===== src/rtl/uart_fifo_bridge.sv =====
// uart_fifo_bridge
//
// Byte buffer between the CPU-side bus and a UART core. Software pushes bytes
// into a TX FIFO; a small drain FSM presents them one at a time to the UART
// transmit handshake (we/data_in, acknowledged by tx_busy). Bytes completed by
// the UART receiver (rx_done/data_out) are captured into an RX FIFO that
// software reads with first-word fall-through semantics.
//
// Ports
//   clk           system clock, shared with the UART core
//   rst           synchronous reset, active low
//   enable        global enable, forwarded to the UART as uart_en
//   tx_wr         push tx_wdata into the TX FIFO this cycle
//   tx_wdata      byte to transmit
//   tx_full       TX FIFO holds 2^ADDR_W entries
//   tx_count      TX FIFO occupancy (0..2^ADDR_W)
//   rx_rd         pop the RX FIFO head this cycle
//   rx_rdata      RX FIFO head, 0 when empty
//   rx_empty      RX FIFO has no entries
//   rx_count      RX FIFO occupancy (0..2^ADDR_W)
//   ovf_clr       clears both sticky overflow flags
//   tx_ovf        sticky: push attempted while the TX FIFO was full
//   rx_ovf        sticky: byte received while the RX FIFO was full
//   uart_we       UART write strobe, held until the UART reports busy
//   uart_en       UART enable (same as enable)
//   uart_din      byte presented to the UART
//   uart_tx_busy  UART transmitter busy
//   uart_rx_done  one-cycle pulse, uart_dout valid in the same cycle
//   uart_dout     byte received by the UART

module uart_fifo_bridge #(
  parameter int ADDR_W = 4
) (
  input  logic              clk,
  input  logic              rst,
  input  logic              enable,
  input  logic              tx_wr,
  input  logic [7:0]        tx_wdata,
  output logic              tx_full,
  output logic [ADDR_W:0]   tx_count,
  input  logic              rx_rd,
  output logic [7:0]        rx_rdata,
  output logic              rx_empty,
  output logic [ADDR_W:0]   rx_count,
  input  logic              ovf_clr,
  output logic              tx_ovf,
  output logic              rx_ovf,
  output logic              uart_we,
  output logic              uart_en,
  output logic [7:0]        uart_din,
  input  logic              uart_tx_busy,
  input  logic              uart_rx_done,
  input  logic [7:0]        uart_dout
);

  localparam int DEPTH = 1 << ADDR_W;
  localparam logic [ADDR_W:0]   DEPTH_CNT = (ADDR_W + 1)'(DEPTH);
  localparam logic [ADDR_W:0]   CNT_ONE   = (ADDR_W + 1)'(1);
  localparam logic [ADDR_W-1:0] PTR_ONE   = ADDR_W'(1);

  // ---------------------------------------------------------------------------
  // TX FIFO storage and pointers
  // ---------------------------------------------------------------------------
  logic [7:0]        tx_mem [DEPTH];
  logic [ADDR_W-1:0] tx_wptr_reg;
  logic [ADDR_W-1:0] tx_rptr_reg;
  logic [ADDR_W:0]   tx_count_reg;
  logic              tx_push;
  logic              tx_pop;
  logic              tx_empty;

  assign tx_full  = (tx_count_reg == DEPTH_CNT);
  assign tx_empty = (tx_count_reg == '0);
  assign tx_count = tx_count_reg;

  // Fullness is judged on the current occupancy, so a push into a full FIFO
  // is dropped even if the drain pops in the same cycle.
  assign tx_push  = tx_wr & ~tx_full;

  always_ff @(posedge clk) begin
    if (rst && tx_push) begin
      tx_mem[tx_wptr_reg] <= tx_wdata;
    end
  end

  always_ff @(posedge clk) begin
    if (!rst) begin
      tx_wptr_reg  <= '0;
      tx_rptr_reg  <= '0;
      tx_count_reg <= '0;
    end else begin
      if (tx_push) begin
        tx_wptr_reg <= tx_wptr_reg + PTR_ONE;
      end
      if (tx_pop) begin
        tx_rptr_reg <= tx_rptr_reg + PTR_ONE;
      end
      case ({tx_push, tx_pop})
        2'b10:   tx_count_reg <= tx_count_reg + CNT_ONE;
        2'b01:   tx_count_reg <= tx_count_reg - CNT_ONE;
        default: tx_count_reg <= tx_count_reg;
      endcase
    end
  end

  // ---------------------------------------------------------------------------
  // TX drain FSM
  //   T_IDLE : wait for a queued byte, an idle UART and enable
  //   T_LOAD : hold we/data until the UART (on its oversample tick) goes busy
  //   T_BUSY : wait for the UART to finish; returning to T_IDLE first gives
  //            at least one idle cycle between consecutive bytes
  // The head is only popped once the UART has demonstrably taken it.
  // ---------------------------------------------------------------------------
  typedef enum logic [1:0] {
    T_IDLE = 2'd0,
    T_LOAD = 2'd1,
    T_BUSY = 2'd2
  } drain_state_e;

  drain_state_e state_reg;
  drain_state_e state_next;
  logic         uart_we_reg;
  logic         uart_we_next;
  logic [7:0]   uart_din_reg;
  logic [7:0]   uart_din_next;
  logic         tx_start;

  assign tx_start = ~tx_empty & ~uart_tx_busy & enable;

  // State and registered-output process
  always_ff @(posedge clk) begin
    if (!rst) begin
      state_reg    <= T_IDLE;
      uart_we_reg  <= 1'b0;
      uart_din_reg <= 8'h00;
    end else begin
      state_reg    <= state_next;
      uart_we_reg  <= uart_we_next;
      uart_din_reg <= uart_din_next;
    end
  end

  // Next-state process
  always_comb begin
    state_next = state_reg;
    case (state_reg)
      T_IDLE: begin
        if (tx_start) begin
          state_next = T_LOAD;
        end
      end
      T_LOAD: begin
        // Busy wins over a same-cycle enable drop: the UART has already
        // taken the byte, so it must be retired from the FIFO.
        if (uart_tx_busy) begin
          state_next = T_BUSY;
        end else if (!enable) begin
          state_next = T_IDLE;
        end
      end
      T_BUSY: begin
        if (!uart_tx_busy) begin
          state_next = T_IDLE;
        end
      end
      default: state_next = T_IDLE;
    endcase
  end

  // Output process: next values of the registered UART outputs and the pop
  always_comb begin
    tx_pop        = 1'b0;
    uart_we_next  = uart_we_reg;
    uart_din_next = uart_din_reg;
    case (state_reg)
      T_IDLE: begin
        if (tx_start) begin
          uart_we_next  = 1'b1;
          uart_din_next = tx_mem[tx_rptr_reg];
        end
      end
      T_LOAD: begin
        if (uart_tx_busy) begin
          tx_pop       = 1'b1;
          uart_we_next = 1'b0;
        end else if (!enable) begin
          uart_we_next = 1'b0;
        end
      end
      T_BUSY: begin
        uart_we_next = 1'b0;
      end
      default: begin
        uart_we_next = 1'b0;
      end
    endcase
  end

  assign uart_we  = uart_we_reg;
  assign uart_din = uart_din_reg;
  assign uart_en  = enable;

  // ---------------------------------------------------------------------------
  // RX FIFO
  // ---------------------------------------------------------------------------
  logic [7:0]        rx_mem [DEPTH];
  logic [ADDR_W-1:0] rx_wptr_reg;
  logic [ADDR_W-1:0] rx_rptr_reg;
  logic [ADDR_W:0]   rx_count_reg;
  logic              rx_full;
  logic              rx_push;
  logic              rx_pop;

  assign rx_full  = (rx_count_reg == DEPTH_CNT);
  assign rx_empty = (rx_count_reg == '0);
  assign rx_count = rx_count_reg;

  // Full is judged before the pop, so a received byte arriving while full is
  // lost even when software reads in the same cycle.
  assign rx_push  = uart_rx_done & ~rx_full;
  assign rx_pop   = rx_rd & ~rx_empty;

  always_ff @(posedge clk) begin
    if (rst && rx_push) begin
      rx_mem[rx_wptr_reg] <= uart_dout;
    end
  end

  always_ff @(posedge clk) begin
    if (!rst) begin
      rx_wptr_reg  <= '0;
      rx_rptr_reg  <= '0;
      rx_count_reg <= '0;
    end else begin
      if (rx_push) begin
        rx_wptr_reg <= rx_wptr_reg + PTR_ONE;
      end
      if (rx_pop) begin
        rx_rptr_reg <= rx_rptr_reg + PTR_ONE;
      end
      case ({rx_push, rx_pop})
        2'b10:   rx_count_reg <= rx_count_reg + CNT_ONE;
        2'b01:   rx_count_reg <= rx_count_reg - CNT_ONE;
        default: rx_count_reg <= rx_count_reg;
      endcase
    end
  end

  // First-word fall-through head; forced to 0 so stale storage never leaks
  // out when the FIFO is empty (including straight after reset).
  assign rx_rdata = rx_empty ? 8'h00 : rx_mem[rx_rptr_reg];

  // ---------------------------------------------------------------------------
  // Sticky overflow flags; a clear beats a same-cycle set
  // ---------------------------------------------------------------------------
  logic tx_ovf_reg;
  logic rx_ovf_reg;
  logic tx_ovf_next;
  logic rx_ovf_next;

  always_comb begin
    tx_ovf_next = tx_ovf_reg | (tx_wr & tx_full);
    rx_ovf_next = rx_ovf_reg | (uart_rx_done & rx_full);
    if (ovf_clr) begin
      tx_ovf_next = 1'b0;
      rx_ovf_next = 1'b0;
    end
  end

  always_ff @(posedge clk) begin
    if (!rst) begin
      tx_ovf_reg <= 1'b0;
      rx_ovf_reg <= 1'b0;
    end else begin
      tx_ovf_reg <= tx_ovf_next;
      rx_ovf_reg <= rx_ovf_next;
    end
  end

  assign tx_ovf = tx_ovf_reg;
  assign rx_ovf = rx_ovf_reg;

endmodule


===== config.mk =====
export PLATFORM = sky130hd
export DESIGN_NAME = uart_fifo_bridge
export DESIGN_NICKNAME = d
export VERILOG_FILES = /design/src/rtl/uart_fifo_bridge.sv
export SDC_FILE = /design/constraint.sdc
export NUM_CORES = 1
export LEC_CHECK = 0
export CORE_ASPECT_RATIO = 1.25
export CORE_MARGIN = 3
export CORE_UTILIZATION = 60
export CTS_CLUSTER_DIAMETER = 40
export DETAILED_ROUTE_END_ITERATION = 7
export GPL_TIMING_DRIVEN = 0
export PLACE_DENSITY = 0.79
export SETUP_SLACK_MARGIN = 0.5
export SLEW_MARGIN = 20
export SYNTH_ARGS = -nofsm -noshare
export SYNTH_HDL_FRONTEND = slang
export SYNTH_SLANG_ARGS = --single-unit

===== constraint.sdc =====
create_clock -name clk -period 7.95 [get_ports clk]
set_input_delay 2.385 -clock clk [delete_from_list [all_inputs] [get_ports clk]]
set_output_delay 2.385 -clock clk [all_outputs]
set_load 0.03 [all_outputs]

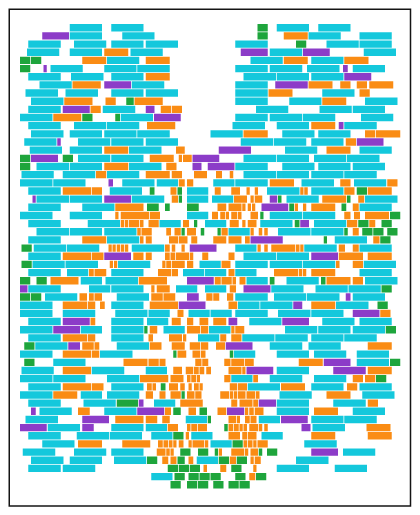
Figure 1: run 1, cell classes on the final placement.
Drawn at 3 px/um.
legend:
  flip-flops:
    colour: cyan
    cells: 299
  clock drivers and dummy loads:
    colour: purple
    cells: 57
  all other logic:
    colour: orange
    cells: 341
  other buffers and delay cells:
    colour: green
    cells: 90
Seq/total area: 0.606
Design Area, Final: 14100 um^2

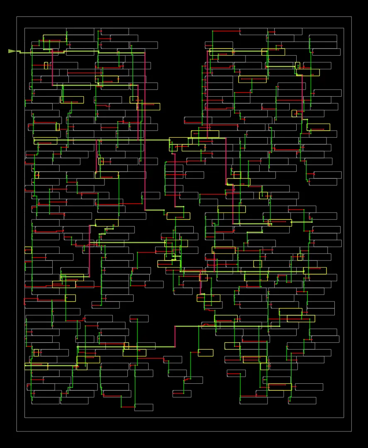
Figure 2: run 1, clock routing.
CTS buffer count: 31
Clk Latency, worst-skew pair: 0.55 ns
Worst Skew: 0.00971 ns

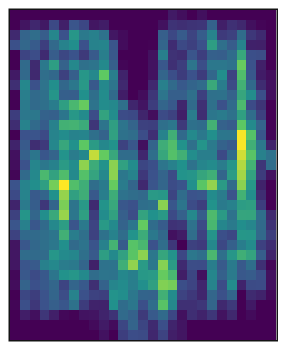
Figure 3: run 1, wiring heat map.
Drawn at 2 px/um. The die is cut into 27 by 33 equal tiles; dark purple is low, yellow is high, scaled to the fullest tile. Values are wire area over tile area, all layers added.
nearly empty tiles: 13%
fullest tile: 0.59
mean over tiles: 0.18
emptiest ninth of the die: top middle

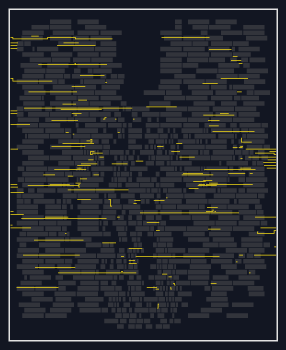
Figure 4: run 1, M3 wires.
Drawn at 2 px/um. Cells faint in the background.
wire length on this layer: 1270 um
share of all routed wire: 5.1%
main direction: horizontal
longest straight run: 53.8 um
nets with wire on the layer: 106
total via count in the routed design: 6422
met3 GRT Util: 0.0314
drt total wl: 24800 um

==> reports/results.ini, run 1 <==
[route]
vias_per_cell=6.10
drcViolationCount=0
firstDrtPassIters=5
drtAntennaViolNets=0

[die]
dieWidth_um=133
die_area_um2=22000
initial_core_util=0.617
taps=265
ios=56
core_area_um2=19700

[clock_network]
clk_pin_slew_ns=0.07
cts_sinks=299
cts.root.buffer_cell=clkbuf_16
cts_resized=0
cts_setup_buffers=0
hold_buffers=0

[finish]
nClkBuffers=32
ff_count=299
final_layout_top_logic_cells=256 x edfxtp_1, 55 x clkdlybuf4s50_1, 46 x mux4_2, 43 x dfxtp_1, 41 x nor2_1
clk_share=0.0759
dominant_cells=sequential cells
area_growth_pct=16.3
diodes=0
final_cells=1052
sh_comb_area=0.239
logic_gates=326
drive_above_1_share=0.174
buffers_excl_clock=90
regArea_um2=8550

[synthesis]
muxShareOfSynthArea=0.156
avgSynthCellArea_um2=18.0
ys_types=55
yosys_area_um2=12100
syn_inst=675
top_cell=edfxtp_1
edf_count=256
synth-simple-area-share=0.0561
yosysTopAreaCell=edfxtp_1
ys_sh_aoi=0.0320
fp_nets=716
top_logic_kind=multiplexers
ys_ff=299
flop_cell=edfxtp_1
xor_share=0.0144
synthArstFlopShare=0

[global_route]
grt_pass1_wl_um=38600
antenna_found_initial=0
grt_usage=0.232
grt_pass1_vias=6749

[run]
cap_violations=0
warning_count=34

[outcome]
status=completed

[setup_path]
crit_path_max_fanout=2
timing.rr.start=rx_count[4]
regToRegEndpoint=rx_count[4]
worstPathArrival_ns=3.63
critPathRequiredTime_ns=5.57
critPathSlowestCell=clkdlybuf4s50_1
max_stage_delay_ns=0.66
r2r_slack_ns=4.85
crit_top_cell=clkdlybuf4s50_1
crit_chain=clkdlybuf4s50_1 > buf_4 > clkdlybuf4s50_1
worstSetupEndpoint=uart_en

[place]
place_congestion=0.835
dp_hpwl_um=16700
dpl_cell_area_um2=13000
dp.cells=995
port_buffers=55

[pwr]
switchingPower_w=0.00108
p_leak_nw=4.58
power.share.combinational=0.185
seqPwrFrac=0.446
sw_frac_of_total=0.269
ir_drop_uv=220
internal_power_w=0.00293
power.group.top=registers
pg_seq_w=0.00178
power_density_nw_per_um2=283

[final_timing]
rsz0062_at_grt=no
hold_violations=0
period_needed_ns=6.01
slew_viol_final=0
final.setup.tns_ns=0
relSlewSlack=0.332

[min_path]
min_to=uart_we
hp-class=reg -> reg

## run 1: per-stage QoR
stage | power [W] | utilization | worst slack (ns) | hold slack [ns]
2_1_floorplan | 0.00229 | - | 3.04 | 0.531
3_3_place_gp | 0.00252 | 0.662 | 1.94 | 0.456
3_5_place_dp | 0.00255 | 0.663 | 1.94 | 0.470
4_1_cts | 0.00403 | 0.717 | 1.93 | 0.480
5_1_grt | 0.00414 | 0.717 | 1.90 | 0.492
6_report | 0.00400 | 0.717 | 1.94 | 0.472
## run 1: worst max-delay path: cells and delay by family
| family | cells | cell delay, ns |
|---|---|---|
| buffers and inverters | 3 | 1.24 |
## run 1: metal layers
metal	track usage	vias to the layer above	wire length [um]
met5	0	-	0
met4	0.0875	0	801
met3	0.0314	54	1270
met2	0.440	244	14000
met1	0.269	3273	8790
li1	-	2851	-
--- run 2 (diff from run 1) ---
clock period = 6.1 ns   (was 7.95 ns; I/O delays follow)
==> run 2 against run 1 <==
Clock power up about 30%. Area after synthesis unchanged. Worst hold slack unchanged. Critical path depth unchanged. Non-clock buffer count unchanged. Global-route usage unchanged. Register-to-register slack worse by 1.8 ns.
==> reports/results.ini, run 2 <==
[final_timing]
period_used_share=0.804
tightest_slew_ns=0.998
hold_slack_ns=0.472  ; unchanged
slew_viol_final=0  ; unchanged
maxClockFrequency_ghz=0.204
hold_violations=0  ; unchanged
relSlewSlack=0.332  ; unchanged
rsz0062_at_grt=no
setup_viol=0
final.setup.tns_ns=0  ; unchanged
finClkSkew_ns=0.00971  ; unchanged
period_needed_ns=4.90

[synthesis]
avgSynthCellArea_um2=18.0  ; unchanged
synthArstFlopShare=0  ; unchanged
flop_cell=edfxtp_1
top_cells_by_count=256 x edfxtp_1, 46 x mux4_2, 43 x dfxtp_1
yosys_warnings=0
syn-cell-area_um2=12100
yosysTopAreaCell=edfxtp_1
top_cell_area_share=0.633
yosys-stat-cells=675
yosys_area_um2=12100  ; unchanged
edf_count=256  ; unchanged
ys_seq_share=0.704
ys_types=55  ; unchanged
syn_inst=675  ; unchanged
topCellsByArea=edfxtp_1 63%, mux4_2 8.5%, dfxtp_1 7.1%, mux4_1 3.9%, mux2i_1 2.4%
fp_nets=716  ; unchanged
ys_ff=299  ; unchanged
top_cell=edfxtp_1

[finish]
final_cells=1052  ; unchanged
sh_comb_area=0.239  ; unchanged
fillerInstances=1200
seqAreaFraction=0.606  ; unchanged
regArea_um2=8550  ; unchanged
buf_share=0.0525
dominant_cells=sequential cells
combGateArea_um2=3370
final_layout_top_logic_cells=256 x edfxtp_1, 55 x clkdlybuf4s50_1, 46 x mux4_2, 43 x dfxtp_1, 41 x nor2_1
clk_share=0.0759  ; unchanged
logic_gates=326  ; unchanged
fin_util=0.717  ; unchanged
drive_above_1_share=0.174  ; unchanged
final_nets=804
stdcell_area_um2=14100  ; unchanged
inv_count=15
lay_top_count=edfxtp_1
diodes=0  ; unchanged

[setup_path]
crit_top_cell=clkdlybuf4s50_1
crit_start=enable
reg2reg_depth=11
timing.rr.start=rx_count[4]
timing.critical_path.from_type=primary input
crit_buf_inv=3  ; unchanged
crit_path_max_fanout=2  ; unchanged
worstPathArrival_ns=3.07  ; -0.56 ns
cp.depth=3  ; unchanged
path_class=in -> out
crit_chain=clkdlybuf4s50_1 > buf_4 > clkdlybuf4s50_1
critPathRequiredTime_ns=4.27  ; -1.30 ns
worstSetupEndpoint=uart_en
r2r_slack_ns=3.00  ; -1.85 ns
max_stage_delay_ns=0.66  ; about the same
endpoint_kind=output port
critPathSlowestCell=clkdlybuf4s50_1
cpLargestDelayFamily=buffers and inverters
regToRegEndpoint=rx_count[4]

[global_route]
antenna_found_initial=0  ; unchanged
met3_usage=0.0314  ; unchanged
grt_pass1_wl_um=38600  ; unchanged
grt-busiest-layer=met2
grt_usage=0.232  ; unchanged
met1_usage=0.269  ; unchanged
grt_max_degree=17
grt_pass1_vias=6749  ; unchanged
use_met2=0.440  ; unchanged
grt_overflow_total=0

[min_path]
hp-class=reg -> reg
min_to=uart_we
hp-start=uart_we
holdPathStages=2

[route]
totalWireLength_um=24800  ; unchanged
drt_iter0_markers=554
dr_total_vias=6422  ; unchanged
drcViolationCount=0  ; unchanged
vias_per_cell=6.10  ; unchanged
drtAntennaViolNets=0  ; unchanged
wl_per_cell_um=23.6
firstDrtPassIters=5  ; unchanged

[clock_network]
cts_resized=0  ; unchanged
insertion_delay_ns=0.55  ; about the same
cts_made_buffers=31  ; unchanged
cts_buffer_depth=3
cts.root.buffer_cell=clkbuf_16
cts_setup_buffers=0  ; unchanged
clk_pin_slew_ns=0.07  ; about the same
hold_buffers=0  ; unchanged
cts_tree=yes
htree_levels=1

[pwr]
switchingPower_w=0.00140  ; +30%
comb-power_w=0.000962
sw_frac_of_total=0.269  ; about the same
ir_drop_uv=287  ; +30%
seqPwrFrac=0.446  ; about the same
power_density_nw_per_um2=369  ; +30%
internal_power_w=0.00381  ; +30%
finalPower_w=0.00521  ; +30%
power.group.top=registers
p_leak_nw=4.58  ; unchanged
clkPwrFrac=0.370
power.share.combinational=0.185  ; about the same
pg_seq_w=0.00232  ; +30%

[run]
warning_count=34  ; unchanged
cap_violations=0  ; unchanged

[die]
die_area_um2=22000  ; unchanged
ios=56  ; unchanged
die_h_um=165
dieWidth_um=133  ; unchanged
rows=57
taps=265  ; unchanged
initial_core_util=0.617  ; unchanged
core_area_um2=19700  ; unchanged

[place]
place_congestion=0.835  ; unchanged
dp_slack_ns=1.20  ; -0.740 ns
dp_hpwl_um=16700  ; unchanged
dpl_cell_area_um2=13000  ; unchanged
dp.cells=995  ; unchanged
port_buffers=55  ; unchanged

[outcome]
status=completed

run 2: cell counts after synthesis:
No cell type changed its count.
run 2: layer usage:
metal / wire length, um / share of wire
met5: 0 / 0
met4: 801 / 0.032
met3: 1270 / 0.051
met2: 14000 / 0.56
met1: 8790 / 0.35
run 2: cell families after synthesis:
| kind of cell | Yosys count | synth area share |
|---|---|---|
| compound gates | 58 | 0.0321 |
| flops | 299 | 0.704 |
| simple gates | 130 | 0.0561 |
| buf+inv | 50 | 0.0203 |
| fa+ha+maj | 17 | 0.0175 |
| mux | 101 | 0.156 |
| xor+xnor | 20 | 0.0144 |
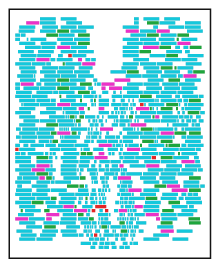
Figure 5: run 2, cell sizes after repair.
Drawn at 1.5 px/um.
legend:
  drive 1 or less:
    colour: cyan
    cells: 650
    share: 83%
    most_used: edfxtp_1
  drive 6 and up:
    colour: magenta
    cells: 48
    share: 6.1%
    most_used: clkbuf_16
  drive 3 to 4:
    colour: red
    cells: 8
    share: 1.0%
    most_used: buf_4
  drive 2:
    colour: green
    cells: 81
    share: 10%
    most_used: mux4_2
Area growth syn-to-layout: 16.3%
final worst slack: 1.20 ns
bufs w/o clock: 90

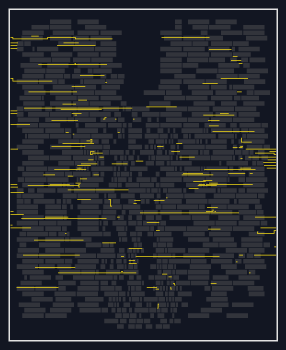
Figure 6: run 2, M3 wires.
Drawn at 2 px/um. Cells faint in the background.
main direction: horizontal
wire length on this layer: 1270 um
nets with wire on the layer: 106

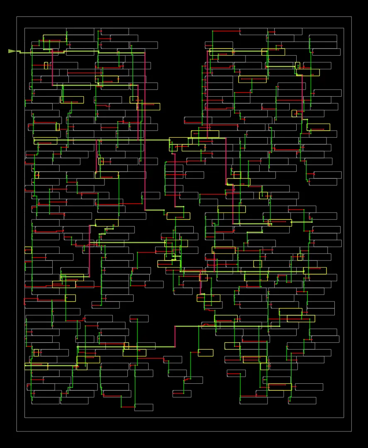
Figure 7: run 2, clock routing.
FFs & Latches: 299
clock buffers: 32
Sink Count: 299
clk pwr: 0.00193 W

Power and IR drop assume default switching activity.
